File: src/rtl/fetch_pkg.sv
// Shared constants and types for the instruction fetch stage.
// Holds the default geometry, the halt opcode, the bubble word and the FSM state type.
package fetch_pkg;

  localparam int unsigned PC_W     = 7;
  localparam logic [4:0]  HALT_OP  = 5'b11111;
  localparam logic [31:0] NOP_WORD = 32'h0000_0000;

  typedef enum logic [1:0] {
    BOOT = 2'd0,
    RUN  = 2'd1,
    HALT = 2'd2
  } fetch_state_t;

  // The opcode field lives in the top five bits of every instruction word.
  function automatic logic [4:0] opcode_of(input logic [31:0] word);
    return word[31:27];
  endfunction

endpackage

File: src/rtl/fetch_if_id_reg.sv
// IF/ID pipeline register: instruction, its address and a valid bit.
// load captures a fetched word, flush inserts a bubble and keeps the old pc, otherwise it holds.
module fetch_if_id_reg #(
  parameter int unsigned PC_W     = fetch_pkg::PC_W,
  parameter logic [31:0] NOP_WORD = fetch_pkg::NOP_WORD
) (
  input  logic            clk,
  input  logic            rst,
  input  logic            load_i,
  input  logic            flush_i,
  input  logic [31:0]     instr_i,
  input  logic [PC_W-1:0] pc_i,
  output logic [31:0]     instr_o,
  output logic [PC_W-1:0] pc_o,
  output logic            valid_o
);

  logic [31:0]     instr_q, instr_d;
  logic [PC_W-1:0] pc_q, pc_d;
  logic            valid_q, valid_d;

  // flush wins over load so a redirect can never let a wrong-path word through.
  always_comb begin
    // NOTE: every signal gets a default first so no path leaves it unassigned (no latch).
    instr_d = instr_q;
    pc_d    = pc_q;
    valid_d = valid_q;
    if (flush_i) begin
      instr_d = NOP_WORD;
      valid_d = 1'b0;
    end else if (load_i) begin
      instr_d = instr_i;
      pc_d    = pc_i;
      valid_d = 1'b1;
    end
  end

  always_ff @(posedge clk or posedge rst) begin
    // NOTE: state updates use <= so all flops sample pre-edge values together.
    if (rst) begin
      instr_q <= NOP_WORD;
      pc_q    <= '0;
      valid_q <= 1'b0;
    end else begin
      instr_q <= instr_d;
      pc_q    <= pc_d;
      valid_q <= valid_d;
    end
  end

  assign instr_o = instr_q;
  assign pc_o    = pc_q;
  assign valid_o = valid_q;

endmodule

File: src/rtl/fetch_unit.sv
// Instruction fetch stage: PC, BOOT/RUN/HALT control and the IF/ID register.
// Branch redirects beat stalls; a halt opcode freezes fetch until reset.
module fetch_unit #(
  parameter int unsigned PC_W     = fetch_pkg::PC_W,
  parameter logic [4:0]  HALT_OP  = fetch_pkg::HALT_OP,
  parameter logic [31:0] NOP_WORD = fetch_pkg::NOP_WORD
) (
  input  logic            clk,
  input  logic            rst,
  input  logic            stall_i,
  input  logic            branch_taken_i,
  input  logic [PC_W-1:0] branch_target_i,
  output logic [PC_W-1:0] imem_addr_o,
  input  logic [31:0]     imem_data_i,
  output logic [31:0]     instr_o,
  output logic [PC_W-1:0] pc_o,
  output logic            valid_o,
  output logic            halted_o
);

  import fetch_pkg::*;

  fetch_state_t    state_q, state_d;
  logic [PC_W-1:0] pc_q, pc_d;
  logic            load;
  logic            flush;
  logic            is_halt_word;

  assign is_halt_word = (opcode_of(imem_data_i) == HALT_OP);

  always_comb begin
    state_d = state_q;
    pc_d    = pc_q;
    load    = 1'b0;
    flush   = 1'b0;
    unique case (state_q)
      BOOT: state_d = RUN;
      RUN: begin
        if (branch_taken_i) begin
          pc_d  = branch_target_i;
          flush = 1'b1;
        end else if (!stall_i) begin
          load = 1'b1;
          // The halt word itself is delivered; PC stays on it so the address is observable.
          if (is_halt_word) state_d = HALT;
          else              pc_d    = pc_q + PC_W'(1);
        end
      end
      // Repeated flushes keep the bubble in place for as long as we sit in HALT.
      HALT: flush = 1'b1;
      default: begin
        state_d = BOOT;
        pc_d    = '0;
      end
    endcase
  end

  always_ff @(posedge clk or posedge rst) begin
    if (rst) begin
      state_q <= BOOT;
      pc_q    <= '0;
    end else begin
      state_q <= state_d;
      pc_q    <= pc_d;
    end
  end

  fetch_if_id_reg #(
    .PC_W    (PC_W),
    .NOP_WORD(NOP_WORD)
  ) u_if_id (
    .clk    (clk),
    .rst    (rst),
    .load_i (load),
    .flush_i(flush),
    .instr_i(imem_data_i),
    .pc_i   (pc_q),
    .instr_o(instr_o),
    .pc_o   (pc_o),
    .valid_o(valid_o)
  );

  assign imem_addr_o = pc_q;
  assign halted_o    = (state_q == HALT);

endmodule
File: config.mk
export PLATFORM = sky130hd
export DESIGN_NAME = fetch_unit
export DESIGN_NICKNAME = d
export VERILOG_FILES = /design/src/rtl/fetch_pkg.sv /design/src/rtl/fetch_if_id_reg.sv /design/src/rtl/fetch_unit.sv
export SDC_FILE = /design/constraint.sdc
export NUM_CORES = 1
export LEC_CHECK = 0
export ABC_AREA = 1
export CORE_MARGIN = 5
export CORE_UTILIZATION = 46
export CTS_CLUSTER_SIZE = 30
export DETAILED_ROUTE_END_ITERATION = 7
export GPL_TIMING_DRIVEN = 1
export PLACE_DENSITY_LB_ADDON = 0.3
export SYNTH_ARGS = -nofsm -noshare
export SYNTH_HDL_FRONTEND = slang
export SYNTH_SLANG_ARGS = --single-unit
File: constraint.sdc
create_clock -name clk -period 2.7 [get_ports clk]
set_clock_uncertainty 0.15 [all_clocks]
set_input_delay 0.405 -clock clk [delete_from_list [all_inputs] [get_ports clk]]
set_output_delay 0.405 -clock clk [all_outputs]
set_load 0.05 [all_outputs]
Run 1, routed clock nets over the placement:
The bar under the picture is 20 um long.
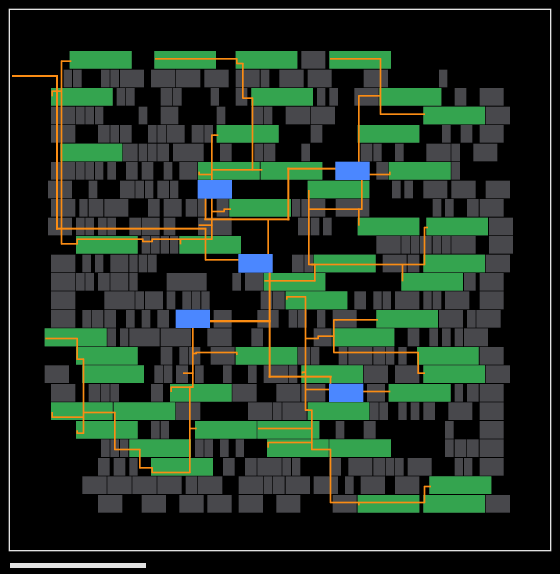
[green] flip-flops | count: 49
[orange] clock wires | length: 566 um
[blue] clock-net drivers | count: 5
flops lie: spread over the die
routed clock nets: 6
clock group share of total power: 12.8%
clk pwr: 464 uW
clk ins delay skew pair: 0.30 ns

Run 1, selected gate families:
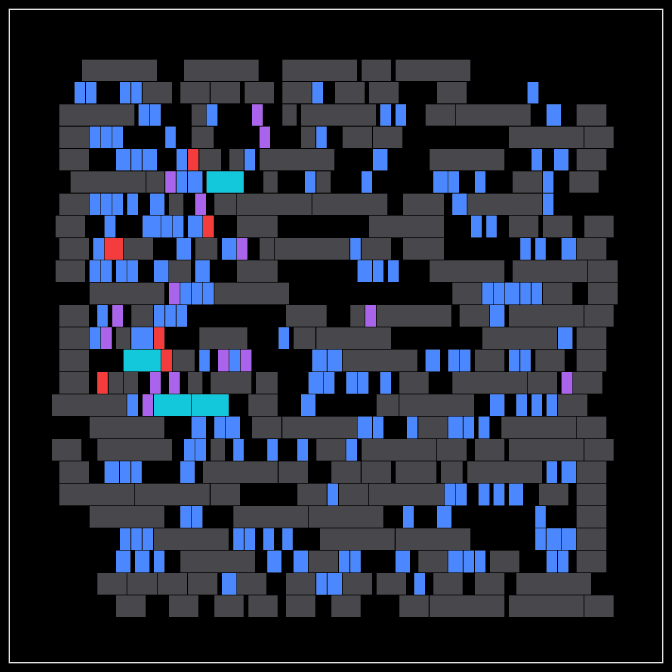
[cyan] fa/ha/maj cells | cells: 4 | where: middle left
[purple] inv cells | cells: 15
[blue] nand cells | cells: 159 | where: spread over the die
[red] nor cells | cells: 6 | where: middle left
Layout Cells excl Fill: 411
Comb area share: 26.6%

==> run_results.csv, run 1 <==
group,metric,value,unit
clocking,post_cts_buffers,0,
synthesis,mux_share,0,%
pwr,ir_drop,0.754,mV
global_route,grt_pass1_wl,9.18,mm
synthesis,ys_types,21,
synthesis,yosysTopAreaCell,"dfrtp_1",
synthesis,synth-warning-count,0,
synthesis,syn_inst,265,
route,first_iter_violations,78,
finish,largest_reg_flops,32,
worst_setup_path,reg2regPathDepth,9,
route,wirelength_met1,2.62,mm
finish,syn_to_final_growth,46.8,%
synthesis,top_area_share,55.3,%
global_route,met3_usage,4.18,%
pwr,pwr-share-seq,31.2,%
worst_setup_path,cpMaxStageDelayCell,"clkdlybuf4s50_1",
place,gp_congestion,0.855,
synthesis,netlist_area,2220,sq um
synthesis,netlist_logic_family_top,"simple AND/OR/NAND/NOR gates",
synthesis,xor_share,0,%
clocking,cts_buffers,5,
final_timing,rsz0062_at_grt,"no",
clocking,cts_tree,"yes",
worst_setup_path,timing.rr.end,"u_if_id.instr_o[2]",
pwr,power_density,1110,nW/um^2
clocking,clk_path_buf_depth,2,
synthesis,syn_nets,312,
place,dp_hpwl,4.11,mm
floorplanning,dieHeight,79.4,um
final_timing,finalHoldViolCount,0,
global_route,gr-max-usage-layer,"met2",
synthesis,ys_cells,265,
finish,drive_gt1_share,5.60,%
route,routed.top_layer,"met4",
worst_setup_path,crit_arrival,1.92,ns
worst_setup_path,critPathMaxStageDelay,0.85,ns
route,dr_wl_met2,2.52,mm
worst_setup_path,timing.critical_path.fanout_max,5,
worst_setup_path,worst-setup-path-type,"reg -> out",
final_timing,worst_pin_slew,0.610,ns
worst_setup_path,crit_start,"state_q[0]",
finish,layout_top_cell,"nand2_1",
worst_setup_path,critPathLaunchType,"flip-flop",
pwr,comb-power,2.02,mW
global_route,grt_max_degree,33,
final_timing,fmaxAchievable,0.404,GHz
route,routed_wirelength,5.57,mm
pwr,swShare,49.2,%
worst_setup_path,cp_data_required_time,2.14,ns
clocking,root_buffer,"clkbuf_8",
final_timing,setup_viol,0,
finish,layout_top_cells,"nand2_1, clkdlybuf4s50_1, dfrtp_1",
synthesis,synth-simple-area-share,31.1,%
route,wl_per_cell,13.5,um
synthesis,ys_area,2220,sq um
worst_setup_path,r2r-start,"state_q[1]",
route,antenna_left,0,
clocking,htree_num_levels,2,
floorplanning,core,4690,sq um
worst_setup_path,critPathCaptureType,"output pin",
outcome,status,"complete, no violations",
Run 1, sequential cells coloured by netlist name:
The bar under the picture is 20 um long.
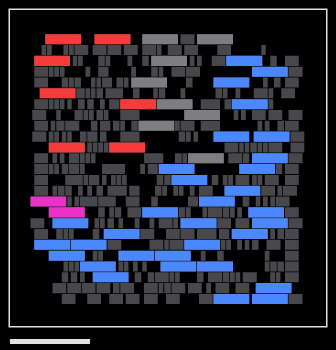
[blue] `u_if_id.instr_o` | placed flops: 32
[red] `imem_addr_o` | placed flops: 7
[magenta] `state_q` | placed flops: 2
final core occ: 69.4%
flip-flop and latch area: 1230 sq um
sequential group power: 1.13 mW
fraction of area in registers: 37.7%

Run 1, placement by cell class:
The bar under the picture is 20 um long.
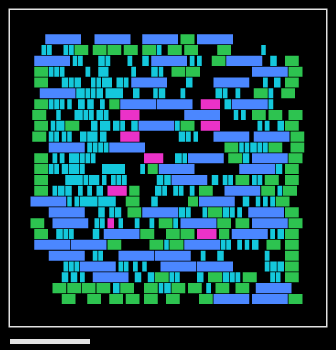
[green] remaining buffers and delay cells | cells: 95
[magenta] clock drivers and dummy loads | cells: 8
[cyan] remaining logic cells | cells: 205
[blue] registers | cells: 49
row cnt: 25
final instance area: 3260 sq um

==> run 1: through the flow <==
step	util, %	cell area [sq um]	total power [mW]	worst slack (ns)
floorplan	-	2220	2.53	0.881
global placement	67.2	3150	3.14	0.509
detailed placement	67.2	3150	3.16	0.411
CTS	69.4	3260	3.64	0.203
global route	69.4	3260	3.83	0.153
finish	69.4	3260	3.61	0.228
==> run 1: area by class of cell <==
cell class | count | area, sq um
flip-flops and latches | 49 | 1230
multi-input cells | 190 | 866
repair buffers | 95 | 938
inverters | 15 | 56.3
clock buffers | 7 | 96.3
fillers | 388 | 1440
clock inverters | 1 | 5.00
well taps | 54 | 67.6
==> run 1: synth_stat cells <==
cell,instances
a22oi_1,2
dfrtp_1,49
clkbuf_1,4
nand3b_1,1
buf_6,3
inv_1,12
o21ai_4,1
nand3_1,44
o21bai_1,3
nor2_1,5
a21oi_1,1
nor2_2,1
nand4_1,1
ha_1,4
or2_2,1
o21ai_1,5
nand2_1,113
buf_2,4
inv_2,3
a21boi_0,1
o21ai_0,7
==> run 1: worst max-delay path, delay by kind of cell (launching register included) <==
kind                     cells  cell delay (ns)
adder cells (fa/ha/maj)      1             0.29
flip-flops                   1             0.40
buffers and inverters        2             0.94
==> run 1: worst min-delay path by stage <==
stage / slack, ns / to / cells past startpoint / startpoint
finish: 0.32 / u_if_id.instr_o[16] / 2 / rst
global placement: 0.30 / u_if_id.instr_o[0] / 2 / u_if_id.instr_o[0]
floorplan: 0.33 / state_q[0] / 2 / state_q[0]
CTS: 0.33 / u_if_id.pc_o[5] / 2 / rst
detailed placement: 0.31 / u_if_id.instr_o[0] / 2 / u_if_id.instr_o[0]
global route: 0.35 / u_if_id.instr_o[6] / 2 / u_if_id.instr_o[6]
Run 1, routing congestion map:
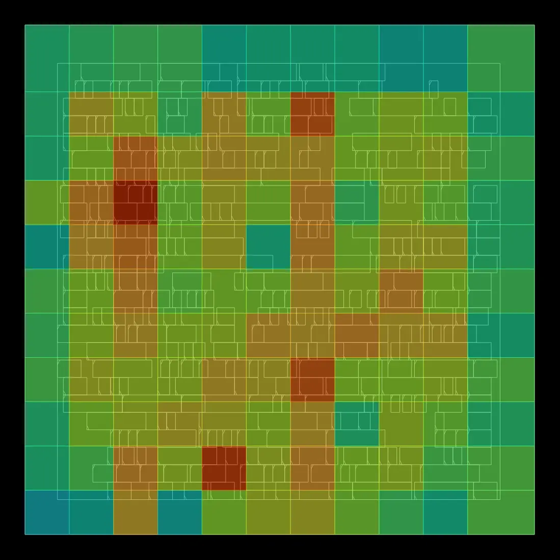

==> run 1 -> run 2 <==
Settings changed: CORE_ASPECT_RATIO set to 1.25.
Run 2, routing congestion map:
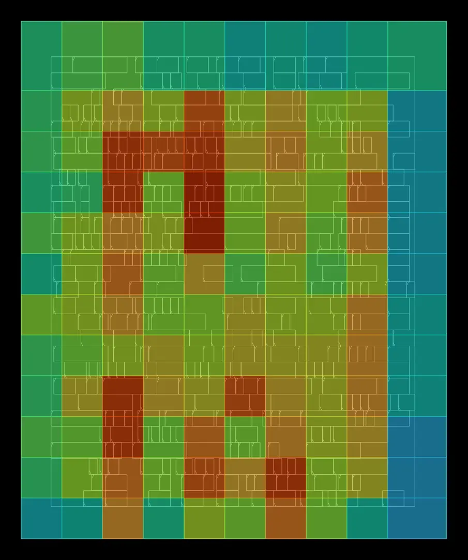
gr usage total: 19.3%
met3 Track Usage GR: 3.90%
final core occ: 69.1%

==> run 2 against run 1 <==
  * Flip-flop count unchanged
  * Maximum frequency decreased by 1.8%
  * Final area decreased by 0.38%
  * Core utilization decreased by 0.30 points
==> run_results.csv, run 2 <==
group,metric,value,unit
outcome,status,"complete, no violations",
worst_setup_path,cpMaxStageDelayCell,"clkdlybuf4s50_1",
finish,layout_top_cells,"nand2_1, clkdlybuf4s50_1, dfrtp_1",
pwr,power,3.57,mW
clocking,insertion_delay,0.29,ns
worst_setup_path,timing.critical_path.fanout_max,5,
synthesis,xor_share,0,%
worst_setup_path,r2r-start,"state_q[0]",
final_timing,worst_pin_slew,0.611,ns
place,dp_hpwl,4.17,mm
route,first_iter_violations,81,
synthesis,yosysTopAreaCell,"dfrtp_1",
synthesis,synth-edff-count,0,
worst_setup_path,worst-setup-path-type,"reg -> out",
synthesis,synth-simple-area-share,31.1,%
synthesis,synth-warning-count,0,
synthesis,ys_cells,265,
worst_setup_path,cp_data_required_time,2.14,ns
floorplanning,rows,28,
finish,fin_area,3240,sq um
worst_hold_path,min_from,"u_if_id.instr_o[2]",
floorplanning,core,4690,sq um
clocking,cts_tree,"yes",
final_timing,finalHoldViolCount,0,
final_timing,setup_viol,0,
route,wl_per_cell,13.5,um
synthesis,syn_nets,312,
worst_setup_path,reg2regPathDepth,8,
place,post-place-ws,0.418,ns
final_timing,fmaxAchievable,0.397,GHz
final_timing,worst_slack,0.184,ns
worst_setup_path,critPathMaxStageDelay,0.85,ns
route,antenna_left,0,
global_route,grt_max_degree,50,
global_route,grt_pass1_wl,9.53,mm
-- run 2: cell counts after synthesis --
No cell type changed its count.
-- run 2: worst min-delay path by stage --
stage,cells past startpoint,endpoint
2_1_floorplan,2,state_q[0]
3_3_place_gp,2,u_if_id.instr_o[17]
3_5_place_dp,2,u_if_id.instr_o[17]
4_1_cts,2,u_if_id.instr_o[27]
5_1_grt,2,u_if_id.instr_o[13]
6_report,2,u_if_id.instr_o[2]
-- run 2: layer usage --
metal  track usage [%]  routed length (um)
met5                 0                   0
met4              6.67                  93
met3              3.90                 313
met2              34.6                2950
met1              22.9                2240
-- run 2: final cells by class --
type	instances	area, sq um	share of cell area (%)
clock buffer	6	82.6	2.55
inverter	15	56.3	1.74
sequential	49	1230	37.8
multi-input combinational	190	866	26.7
timing repair buffer	93	923	28.5
tap	60	75.1	2.31
clock inverter	2	13.8	0.424
-- run 2: through the flow --
| stage | instances | utilization [%] |
|---|---|---|
| floorplan | 265 | - |
| global placement | 407 | 67.0 |
| detailed placement | 407 | 67.0 |
| CTS | 415 | 69.1 |
| global route | 415 | 69.1 |
| finish | 415 | 69.1 |
-- run 2: worst register-to-register path: stages (launching register included) --
cell	delay, ns
dfrtp_1	0.41
ha_1	0.28
nand2_1	0.10
inv_2	0.09
o21ai_4	0.25
nand2_1	0.10
inv_2	0.40
nand2_1	0.13
nand2_1	0.08
-- run 2: cell families (layout without fill, tap and decap cells) --
logic type	Yosys count	in the layout
adders and majority gates	4	4
buffers and inverters	26	116
DFF	49	49
AOI/OAI and AO/OA	20	20
and+or+nand+nor	166	166
-- run 2: where the power goes --
part           switching [mW]  leakage (nW)  internal [mW]
registers               0.165         0.654          0.960
clock network           0.241        0.0512          0.208
logic                    1.37         0.884          0.631
total                    1.78          1.59           1.80
Power and IR drop assume default switching activity.
